### Logic cells by family, run 1

The bar under the picture is 50 um long.
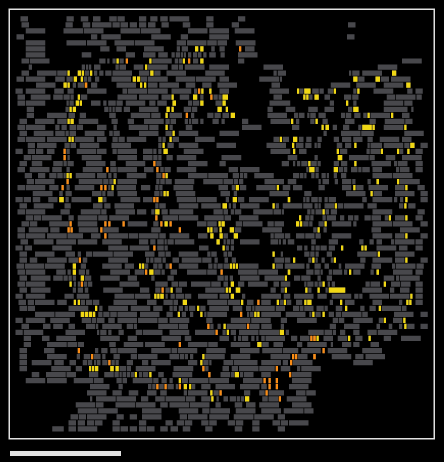
### Signal wires by layer, run 1

The bar under the picture is 50 um long.
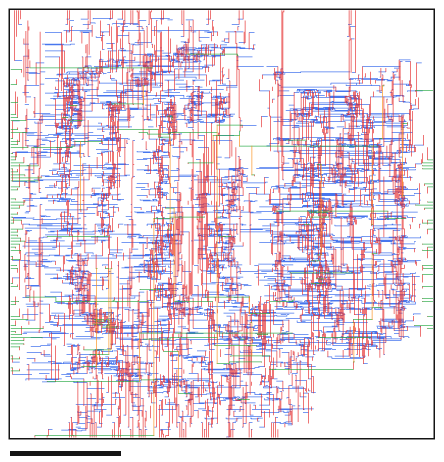
### The metal 4 layer, run 1

The bar under the picture is 50 um long.
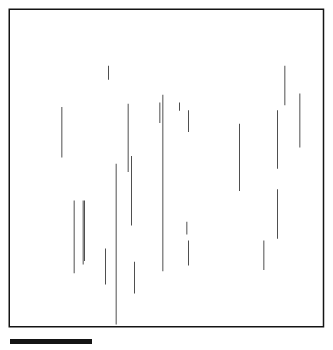
**config.mk**
```make
export PLATFORM = sky130hd
export DESIGN_NAME = adder_tree_acc
export DESIGN_NICKNAME = d
export VERILOG_FILES = /design/src/rtl/adder_tree_pkg.sv /design/src/rtl/adder_tree_level.sv /design/src/rtl/adder_tree_acc.sv
export SDC_FILE = /design/constraint.sdc
export NUM_CORES = 1
export LEC_CHECK = 0
export CORE_AREA = 2 2 189 191
export CTS_CLUSTER_DIAMETER = 40
export DETAILED_ROUTE_END_ITERATION = 12
export DIE_AREA = 0 0 191 193
export GPL_TIMING_DRIVEN = 1
export PLACE_DENSITY = 0.65
export SLEW_MARGIN = 20
export SYNTH_ARGS = -nofsm -noshare
export SYNTH_HDL_FRONTEND = slang
export SYNTH_SLANG_ARGS = --single-unit
```
**constraint.sdc**
```tcl
create_clock -name clk -period 10 [get_ports clk]
set_input_delay 2 -clock clk [delete_from_list [all_inputs] [get_ports clk]]
set_output_delay 2 -clock clk [all_outputs]
set_load 0.01 [all_outputs]
```
**src/rtl/adder_tree_pkg.sv**
```systemverilog
// Shared helpers for the adder tree accumulator: width derivations and the
// side-band record that travels alongside the tree data.
package adder_tree_pkg;

  typedef struct packed {
    logic vld;
    logic first;
    logic last;
  } sideband_t;

  function automatic int clog2_f(input int n);
    int r;
    r = 0;
    for (int v = 1; v < n; v = v * 2) r++;
    return r;
  endfunction

  // Width of a lane after `level` pairwise additions (one growth bit per level).
  function automatic int lane_width(input int in_w, input int level);
    return in_w + level;
  endfunction

  function automatic int acc_width(input int in_w, input int lvl, input int ext);
    return in_w + lvl + ext;
  endfunction

endpackage

```
**src/rtl/adder_tree_level.sv**
```systemverilog
// One registered level of the adder tree: PAIRS signed pairwise sums, each one
// bit wider than its operands so nothing is lost inside the tree.
module adder_tree_level #(
  parameter int PAIRS = 1,
  parameter int OP_W  = 16
) (
  input  logic                      clk,
  input  logic                      rstn,
  input  logic [2*PAIRS*OP_W-1:0]   din,
  output logic [PAIRS*(OP_W+1)-1:0] dout
);

  for (genvar p = 0; p < PAIRS; p++) begin : g_pair
    logic signed [OP_W-1:0] a;
    logic signed [OP_W-1:0] b;
    logic signed [OP_W:0]   sum_q;

    assign a = din[2*p*OP_W +: OP_W];
    assign b = din[(2*p+1)*OP_W +: OP_W];

    always_ff @(posedge clk or negedge rstn) begin
      if (!rstn) begin
        sum_q <= '0;
      end else begin
        sum_q <= (OP_W+1)'(a) + (OP_W+1)'(b);
      end
    end

    assign dout[p*(OP_W+1) +: OP_W+1] = sum_q;
  end

endmodule

```
**src/rtl/adder_tree_acc.sv**
```systemverilog
// Pipelined signed adder tree feeding a packet accumulator with optional
// saturation of the reported result.
module adder_tree_acc
  import adder_tree_pkg::*;
#(
  parameter int NUM_IN  = 8,
  parameter int IN_W    = 16,
  parameter int ACC_EXT = 8,
  parameter int OUT_W   = 24,
  parameter int SAT     = 1
) (
  input  logic                     clk,
  input  logic                     rstn,
  input  logic                     vld_i,
  input  logic                     first_i,
  input  logic                     last_i,
  input  logic                     clr_i,
  input  logic [NUM_IN*IN_W-1:0]   data_i,
  output logic [OUT_W-1:0]         acc_o,
  output logic                     vld_o,
  output logic                     ovf_o
);

  localparam int LVL    = clog2_f(NUM_IN);
  localparam int TREE_W = lane_width(IN_W, LVL);
  localparam int ACC_W  = acc_width(IN_W, LVL, ACC_EXT);
  localparam int HI_W   = ACC_W - OUT_W + 1;

  logic [NUM_IN*IN_W-1:0] data_q;
  sideband_t              sb_q [LVL+1];

  logic signed [TREE_W-1:0] tree_sum;
  logic signed [ACC_W-1:0]  tree_ext;
  logic signed [ACC_W-1:0]  acc_q;
  logic signed [ACC_W-1:0]  acc_next;
  logic [HI_W-1:0]          acc_hi;
  logic                     clamp;
  logic [OUT_W-1:0]         fmt_val;

  // Input register stage; the side-band entry 0 lines up with it.
  always_ff @(posedge clk or negedge rstn) begin
    if (!rstn) begin
      data_q <= '0;
    end else begin
      data_q <= data_i;
    end
  end

  always_ff @(posedge clk or negedge rstn) begin
    if (!rstn) begin
      for (int i = 0; i <= LVL; i++) sb_q[i] <= '0;
    end else if (clr_i) begin
      for (int i = 0; i <= LVL; i++) sb_q[i].vld <= 1'b0;
    end else begin
      sb_q[0] <= {vld_i, vld_i & first_i, vld_i & last_i};
      for (int i = 1; i <= LVL; i++) sb_q[i] <= sb_q[i-1];
    end
  end

  for (genvar k = 0; k <= LVL; k++) begin : stg
    logic [(NUM_IN>>k)*(IN_W+k)-1:0] bus;
  end

  assign stg[0].bus = data_q;

  for (genvar k = 0; k < LVL; k++) begin : lvl
    adder_tree_level #(
      .PAIRS (NUM_IN >> (k+1)),
      .OP_W  (IN_W + k)
    ) u_level (
      .clk  (clk),
      .rstn (rstn),
      .din  (stg[k].bus),
      .dout (stg[k+1].bus)
    );
  end

  assign tree_sum = stg[LVL].bus;
  assign tree_ext = ACC_W'(tree_sum);

  always_comb begin
    acc_next = acc_q + tree_ext;
    if (sb_q[LVL].first) acc_next = tree_ext;
  end

  // The result fits OUT_W exactly when every bit from OUT_W-1 upward agrees.
  assign acc_hi = acc_next[ACC_W-1:OUT_W-1];
  assign clamp  = (SAT != 0) && !((&acc_hi) || !(|acc_hi));

  always_comb begin
    fmt_val = acc_next[OUT_W-1:0];
    if (clamp) begin
      fmt_val = acc_next[ACC_W-1] ? {1'b1, {(OUT_W-1){1'b0}}}
                                  : {1'b0, {(OUT_W-1){1'b1}}};
    end
  end

  always_ff @(posedge clk or negedge rstn) begin
    if (!rstn) begin
      acc_q <= '0;
      acc_o <= '0;
      ovf_o <= 1'b0;
      vld_o <= 1'b0;
    end else begin
      vld_o <= 1'b0;
      if (clr_i) begin
        acc_q <= '0;
      end else if (sb_q[LVL].vld) begin
        acc_q <= acc_next;
        if (sb_q[LVL].last) begin
          acc_o <= fmt_val;
          ovf_o <= clamp;
          vld_o <= 1'b1;
        end
      end
    end
  end

endmodule

```
==> results_slide.txt, run 1 <==
Implementation Results

Worst hold path
  – Hold WC Path Type: flip-flop to flip-flop
  – Hold_sp: sb_q[11]
  – Hold Crit Depth: 1
  – Worst Hold Path EP: sb_q[8]

Synthesis
  – Gate Count Post-Synth: 1,397
  – Synth Flop Type: dfrtp_1
  – Yosys cell count: 1,397
  – Synth Seq Share: 50.9%
  – YS chip area: 0.0155 mm^2
  – Yosys warnings: 0
  – Cell Type Count: 68
  – Yosys reg bits: 316
  – Syn_nets: 1,681
  – Post-synth EDFFs: 0
  – Async S/R FF share, synth: 100%
  – Post-Syn Area: 0.0155 mm^2
  – Synthesized area per cell: 11.1 um^2

Floorplanning
  – Die Ht: 193 um
  – Die span in x: 191 um
  – Initial Utilization: 44.4%
  – Io pins: 160
  – Row cnt: 69
  – Core Region: 0.0350 mm^2
  – Chip area: 0.0369 mm^2

Detailed routing
  – Highest metal used: met4
  – Iteration-0 DRC Markers: 475
  – DRC Markers: 0
  – Met2 wire length: 14,000 um
  – Detail Route Antenna Nets: 0
  – Routed via count: 10,700
  – Length of the first detailed-routing pass in iterations: 7
  – Met3 Routed Length: 1410 um
  – WL met1: 13,900 um
  – Vias per cell: 5.15

Timing
  – Fmax: 269 MHz
  – Worst-Margin Slew: 1.10 ns
  – Period utilization: 37.2%
  – Unrepaired setup endpoints after global routing: false
  – Relative slew slack: 26.4%
  – Final Max-Slew Violation Tally: 0
  – Final hold viol count: 0
  – Fin crit period: 3.72 ns
  – Setup Viol. Count Final: 0
  – Post-route setup TNS: 0 ns
  – Slack of the critical path: 6.28 ns
  – Clock skew: 0.0134 ns

Pwr
  – Logic pwr share: 34.7%
  – Pwr/cell area: 260 mW/mm^2
  – Sequential group share of total power: 33.9%
  – Total Power: 4.97 mW
  – Sw frac: 32.9%
  – Clock network fraction of design power: 31.4%
  – Pint: 3.34 mW
  – Peak VDD IR: 0.139 mV
  – Sw Pwr: 1.63 mW
  – Leakage: 8.52 nW

Place
  – Number of buffers added on ports: 159
  – Dpl hpwl: 21,600 um
  – Pre-CTS setup slack: 6.02 ns
  – Placed Instances: 1,999
  – GPL Wtd Cong: 0.813

Clock network
  – Inserted Clock Buffers: 44
  – Hold_buf cts: 0
  – CTS root buf: clkbuf_16
  – # clock sinks: 316
  – # H-tree levels: 2
  – Post-CTS Setup Inserts: 0
  – TritonCTS clock tree: yes
  – Latency at later pin: 0.54 ns
  – Clock Path Buffers: 3
  – CTS clk-pin slew, worst paths: 0.05 ns
  – Resize count post-CTS: 0

Status
  – Status: finished clean

Cells and area
  – Share of layout cells above drive strength 1: 8.49%
  – Filler cells: 3,028
  – Register area: 0.00791 mm^2
  – Area Overhead vs Synth: 23.2%
  – Commonest non-fill, non-tap cells in the layout: 315 x dfrtp_1, 158 x clkdlybuf4s50_1, 150 x nor2_1
  – Logic area: 0.00723 mm^2
  – Final core occ: 54.7%
  – Nets: 1,868

Global route
  – Initial antenna violation count: 1
  – Congestion Overflow GR: 0
  – Largest net degree at the start of global routing: 189
  – First-pass GRT wire length: 50,900 um
  – Vias in the first global route: 10,700
  – GR Util All Layers: 17.0%

Worst setup path
  – R2R depth: 13
  – WP data arrival: 4.14 ns
  – Worst Setup End Kind: flip-flop
  – Largest driver fanout on the critical path: 24
  – Critical path type: flip-flop to flip-flop
  – WP data required: 10.41 ns
  – FF-to-FF Start: acc_q[0]
  – FF-to-FF End: ovf_o
  – Reg2reg setup slack: 6.28 ns
  – Startpoint types: flip-flop

Job
  – Max-Cap Viols: 0
  – Stage-log warning count: 32
## Picture notes: 'Logic cells by family'
inverters: shown in orange, cells 69, most used inv_1. NOR gates: shown in yellow, cells 221, most used nor2_1.
Final Instance Count excl. Fillers: 2,076
most instantiated logic cell after routing: dfrtp_1

## Picture notes: 'Signal wires by layer'
met1: shown in blue, wire length 13,900 um. met2: shown in red, wire length 14,000 um. met4: shown in orange, wire length 721 um. met3: shown in green, wire length 1,410 um.
Post-Route WL: 30,000 um
DR WL/cell: 14.4 um

## Picture notes: 'The metal 4 layer'
The layer holds 2.4% of the routed length. The wires run mostly vertical. The layer carries 721 um of wire. 13 nets have wire on it.

==> run 1: synth_stat cells (all sizes together), types with 6 or more instances <==
master  number  area, um^2
a21oi       76         388
o211ai       8        65.1
inv         69         259
xnor2       77         674
a211oi      15         123
a21o        25         188
a31oi        9        56.3
nand2       56         210
nor2       151         567
nor2b       25         156
a311oi       8        70.1
o21ai       94         478
and3        13        82.6
ha         142        1780
nand3       31         155
or3         11        68.8
and2        13        81.3
nor3        37         185
o21a         9        75.1
mux2i       21         210
o21bai       6        45.0
a21boi      11        82.6
xor2        19         166
mux2        11         124
nand2b      14        87.6
o41ai        7        98.9
fa           8         160
dfrtp      316        7910
o22ai       29         307
buf          7        76.3
clkbuf      16        60.1
==> run 1: worst max-delay path, stage by stage, from the launching register on <==
cell	delay [ns]
dfrtp_1	0.38
ha_1	0.26
fa_1	0.43
a211oi_1	0.38
o211ai_2	0.17
nand3_1	0.15
o21ai_1	0.16
o21ai_0	0.30
a21oi_1	0.13
mux2i_1	0.27
nor3b_2	0.31
a32oi_2	0.08
buf_4	0.27
mux2_2	0.30
==> run 1: cell type report <==
class | count | share of cell area [%]
Sequential cell | 316 | 41.3
Multi-Input combinational cell | 989 | 37.8
Timing Repair Buffer | 164 | 8.61
Clock buffer | 51 | 6.27
Tap cell | 461 | 3.02
Clock inverter | 25 | 1.60
Inverter | 69 | 1.35
Antenna cell | 1 | 0.0131
==> run 1: power groups by stage <==
stage / registers, mW / logic [mW] / clock network, mW
floorplan: 1.67 / 1.27 / 0
CTS: 1.69 / 1.73 / 1.60
global placement: 1.70 / 1.69 / 0
detailed placement: 1.71 / 1.72 / 0
global route: 1.71 / 1.94 / 1.67
finish: 1.69 / 1.72 / 1.56
==> run 1: how the worst max path moves through the flow <==
stage,from,end,slack (ns),depth (start not counted)
final,acc_q[0],ovf_o,6.28,13
after floorplan,clr_i,acc_o[23],6.85,3
after CTS,acc_q[0],ovf_o,6.31,13
after global placement,clr_i,acc_o[0],6.04,6
after detailed placement,clr_i,acc_o[1],6.02,6
after global routing,acc_q[0],ovf_o,6.00,13
==> run 1: sequential cells by signal (all words and copies together) (netlist names) <==
register and cells:
lvl.u_level.g_pair.sum_q 104, vld_o 1, ovf_o 1, sb_q 12, lvl.u_level.dout 19, acc_q 27
acc_o 24, data_q 128
==> run 1: stage by stage <==
| stage | cell area [um^2] | hold slack, ns |
|---|---|---|
| detailed placement | 17600 | 0.452 |
| global route | 19100 | 0.498 |
| global placement | 17600 | 0.444 |
| CTS | 19100 | 0.469 |
| floorplan | 15500 | 0.439 |
| finish | 19100 | 0.462 |
==> run 1: routing by layer <==
layer	track usage, %	vias up
met3	3.19	49
met5	0	-
li1	-	5349
met2	27.6	225
met4	6.29	0
met1	22.8	5069
==> run 1: cells by family (layout without fill, tap and decap cells) <==
group / Yosys count / in the layout / synth area share [%]
other: 0 / 1 / 0
buffers and inverters: 92 / 309 / 2.55
multiplexers: 32 / 32 / 2.15
flip-flops: 316 / 316 / 50.9
adder cells (fa/ha/maj): 150 / 150 / 12.5
XOR/XNOR: 96 / 96 / 5.41
AND-OR/OR-AND: 332 / 332 / 14.8
AND/OR/NAND/NOR: 379 / 379 / 11.7
==> run 2: changes to the inputs <==
clock period = 3.54 ns   (was 10 ns; I/O delays follow)
==> run 2 against run 1 <==
Effect of this change: first-iteration DRC count rose by 21%; non-clock buffer count rose by 9; critical endpoint is now acc_o[22]; register-to-register slack got worse by 6.1 ns; setup slack got worse by 6.1 ns; critical path depth did not move; final cell count rose by 0.92%; clock power rose to 3.0 times the previous value.
==> results_slide.txt, run 2 <==
Implementation Results

Status
  – Status: finished clean

Clock network
  – Post-CTS Setup Inserts: 0
  – Clock Path Buffers: 3
  – # H-tree levels: 2
  – CTS clk-pin slew, worst paths: 0.05 ns
  – Resize count post-CTS: 0
  – Inserted Clock Buffers: 47
  – CTS root buf: clkbuf_16
  – TritonCTS clock tree: yes
  – Hold_buf cts: 0
  – # clock sinks: 316
  – Latency at later pin: 0.55 ns

Synthesis
  – Top-count cell post-synth: dfrtp_1
  – Post-Syn Area: 0.0155 mm^2
  – Post-synth EDFFs: 0
  – Leading area contributor after synthesis: dfrtp_1
  – Top cells by area, synth: dfrtp_1 51%, ha_1 11%, xnor2_1 4.3%, nor2_1 3.6%, o21ai_0 2.8%
  – Synthesized area per cell: 11.1 um^2
  – Yosys warnings: 0
  – Top post-synthesis cells by count: 316 x dfrtp_1, 151 x nor2_1, 142 x ha_1
  – Syn_nets: 1,681
  – Synth Seq Share: 50.9%
  – Async S/R FF share, synth: 100%
  – Cell Type Count: 68
  – Synth Flop Type: dfrtp_1
  – Area leader share: 50.9%
  – YS chip area: 0.0155 mm^2
  – Yosys cell count: 1,397
  – Yosys reg bits: 316
  – Gate Count Post-Synth: 1,397

Timing
  – Slack of the critical path: 0.171 ns
  – Period utilization: 95.2%
  – Worst-Margin Slew: 0.667 ns
  – Clock skew: 0.0170 ns
  – Post-route setup TNS: 0 ns
  – Fin crit period: 3.37 ns
  – Setup Viol. Count Final: 0
  – Final hold viol count: 0
  – Fmax: 297 MHz
  – Final Max-Slew Violation Tally: 0
  – Relative slew slack: 55.5%

Global route
  – Largest net degree at the start of global routing: 89
  – GR Util All Layers: 17.5%
  – Vias in the first global route: 10,900
  – First-pass GRT wire length: 52,400 um
  – Initial antenna violation count: 0
  – Congestion Overflow GR: 0

Job
  – Stage-log warning count: 26
  – Max-Cap Viols: 0

Floorplanning
  – Chip area: 0.0369 mm^2
  – Initial Utilization: 44.4%
  – Die Ht: 193 um
  – Die span in x: 191 um
  – Core Region: 0.0350 mm^2
  – Io pins: 160
  – Row cnt: 69

Place
  – GPL Wtd Cong: 0.834
  – Area after DPL: 0.0177 mm^2
  – Number of buffers added on ports: 159
  – Dpl hpwl: 22,400 um
  – Pre-CTS setup slack: 0.0707 ns
  – Placed Instances: 2,008

Cells and area
  – Nets: 1,881
  – Most instantiated logic cell after routing: dfrtp_1
  – Register area: 0.00791 mm^2
  – Filler cells: 3,024
  – Design Area, Final: 0.0194 mm^2
  – Logic area: 0.00727 mm^2
  – Top flop regs: data_q (128), lvl.u_level.g_pair.sum_q (104), acc_q (27)
  – Diode count: 0
  – Share of layout cells above drive strength 1: 9.55%
  – Final core occ: 55.4%
  – Register with the most flip-flops: data_q
  – Commonest non-fill, non-tap cells in the layout: 316 x dfrtp_1, 158 x clkdlybuf4s50_1, 150 x nor2_1
  – Area Overhead vs Synth: 24.6%
  – Largest register FFs: 128

Pwr
  – Peak VDD IR: 0.381 mV
  – Leakage: 8.63 nW
  – Pwr/cell area: 743 mW/mm^2

Worst setup path
  – Critical path type: flip-flop to flip-flop
  – Reg2reg setup slack: 0.17 ns
  – Startpoint types: flip-flop
  – WP data required: 3.99 ns
  – Worst Setup End Kind: flip-flop
  – Largest driver fanout on the critical path: 8
  – WP data arrival: 3.82 ns

Worst hold path
  – Hold WC Path Type: input port to async pin

Detailed routing
  – Vias per cell: 5.18
  – Iteration-0 DRC Markers: 573
  – Length of the first detailed-routing pass in iterations: 4
  – DR WL/cell: 14.8 um
  – DRC Markers: 0
  – Routed via count: 10,900
  – Detail Route Antenna Nets: 0
  – Post-Route WL: 30,900 um
==> run 2: cell families after synthesis <==
logic type      Yosys count  share of synthesized area (%)
simple gates            379                           11.7
xor+xnor                 96                           5.41
compound gates          332                           14.8
buf+inv                  92                           2.55
mux                      32                           2.15
flops                   316                           50.9
fa+ha+maj               150                           12.5
==> run 2: where the power goes <==
part / switching (mW) / total [mW] / internal (mW)
clock network: 1.69 / 4.62 / 2.92
registers: 0.402 / 4.75 / 4.34
logic: 2.70 / 5.03 / 2.33
==> run 2: cell type report <==
type                    count  share of cell area, %
multi-input cells         990                   37.5
well taps                 461                   2.98
inverters                  69                   1.34
clock inverters            28                   1.59
repair buffers            173                   8.99
flip-flops and latches    316                   40.9
clock buffers              58                   6.71
==> run 2: final timing paths <==
check	start	endpoint	depth (start not counted)
max	acc_q[0]	acc_o[22]	13
min	rstn	data_q[61]	1
max in group asynchronous	rstn	lvl[0].u_level.g_pair[2].sum_q[14]	2
max reg2reg	acc_q[0]	acc_o[22]	13
min in group clk	sb_q[8]	sb_q[5]	1
min reg2reg	sb_q[8]	sb_q[5]	1
==> run 2: per-stage QoR <==
stage,power (mW),hold slack [ns]
2_1_floorplan,8.30,0.412
3_3_place_gp,9.69,0.446
3_5_place_dp,9.79,0.449
4_1_cts,14.5,0.157
5_1_grt,15.4,0.187
6_report,14.4,0.126
==> run 2: critical path: stages, from the launching register on <==
cell and delay [ns]:
dfrtp_1 0.37, ha_1 0.25, fa_1 0.46, a211oi_2 0.28, o211ai_2 0.16, nand3_1 0.15, o21ai_2 0.10, o21ai_1 0.19
a21oi_1 0.11, mux2i_1 0.26, nor3b_4 0.37, a32oi_2 0.16, buf_4 0.23, o22ai_1 0.17
==> run 2: per-layer routing <==
layer | track usage, % | part of all wire, %
met5 | 0 | 0
met1 | 23.3 | 46
met2 | 28.9 | 47
met3 | 2.97 | 4.1
met4 | 6.32 | 2.8
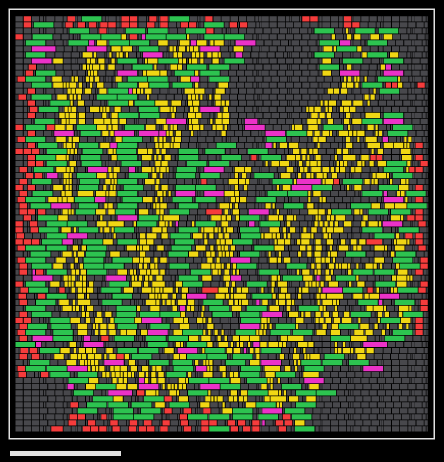
*Cell classes on the final placement, run 2*
The bar under the picture is 50 um long. Fill, decap, tap and diode cells in gray.
flops: shown in green, cells 316. all other logic: shown in yellow, cells 1,059. clock drivers and dummy loads: shown in magenta, cells 86. other buffers and delay cells: shown in red, cells 173.

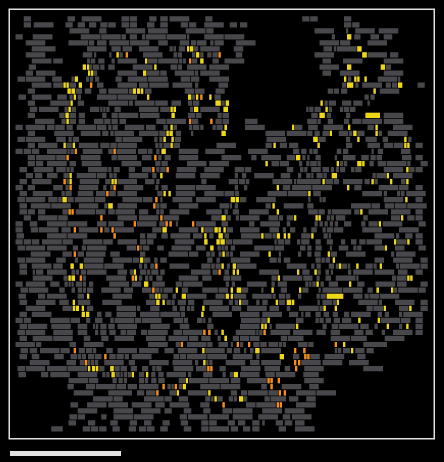
*Logic cells by family, run 2*
The bar under the picture is 50 um long.
NOR gates: shown in yellow, cells 221, most used nor2_1. inverters: shown in orange, cells 69, most used inv_1.
combinational share of cell area: 37.5%
Final Instance Count excl. Fillers: 2,095

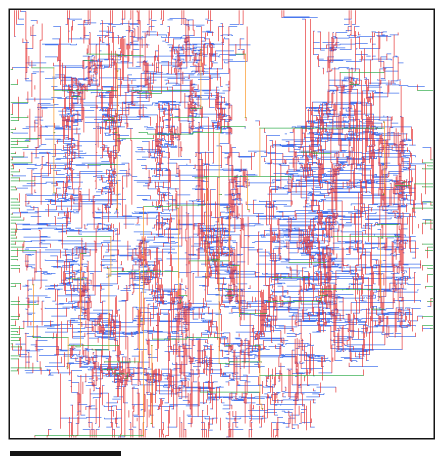
*Signal wires by layer, run 2*
The bar under the picture is 50 um long.
met1: shown in blue, wire length 14,300 um. met4: shown in orange, wire length 858 um. met3: shown in green, wire length 1,270 um. met2: shown in red, wire length 14,500 um.

Power figures rest on the tool's default switching activity, not on a simulated workload.
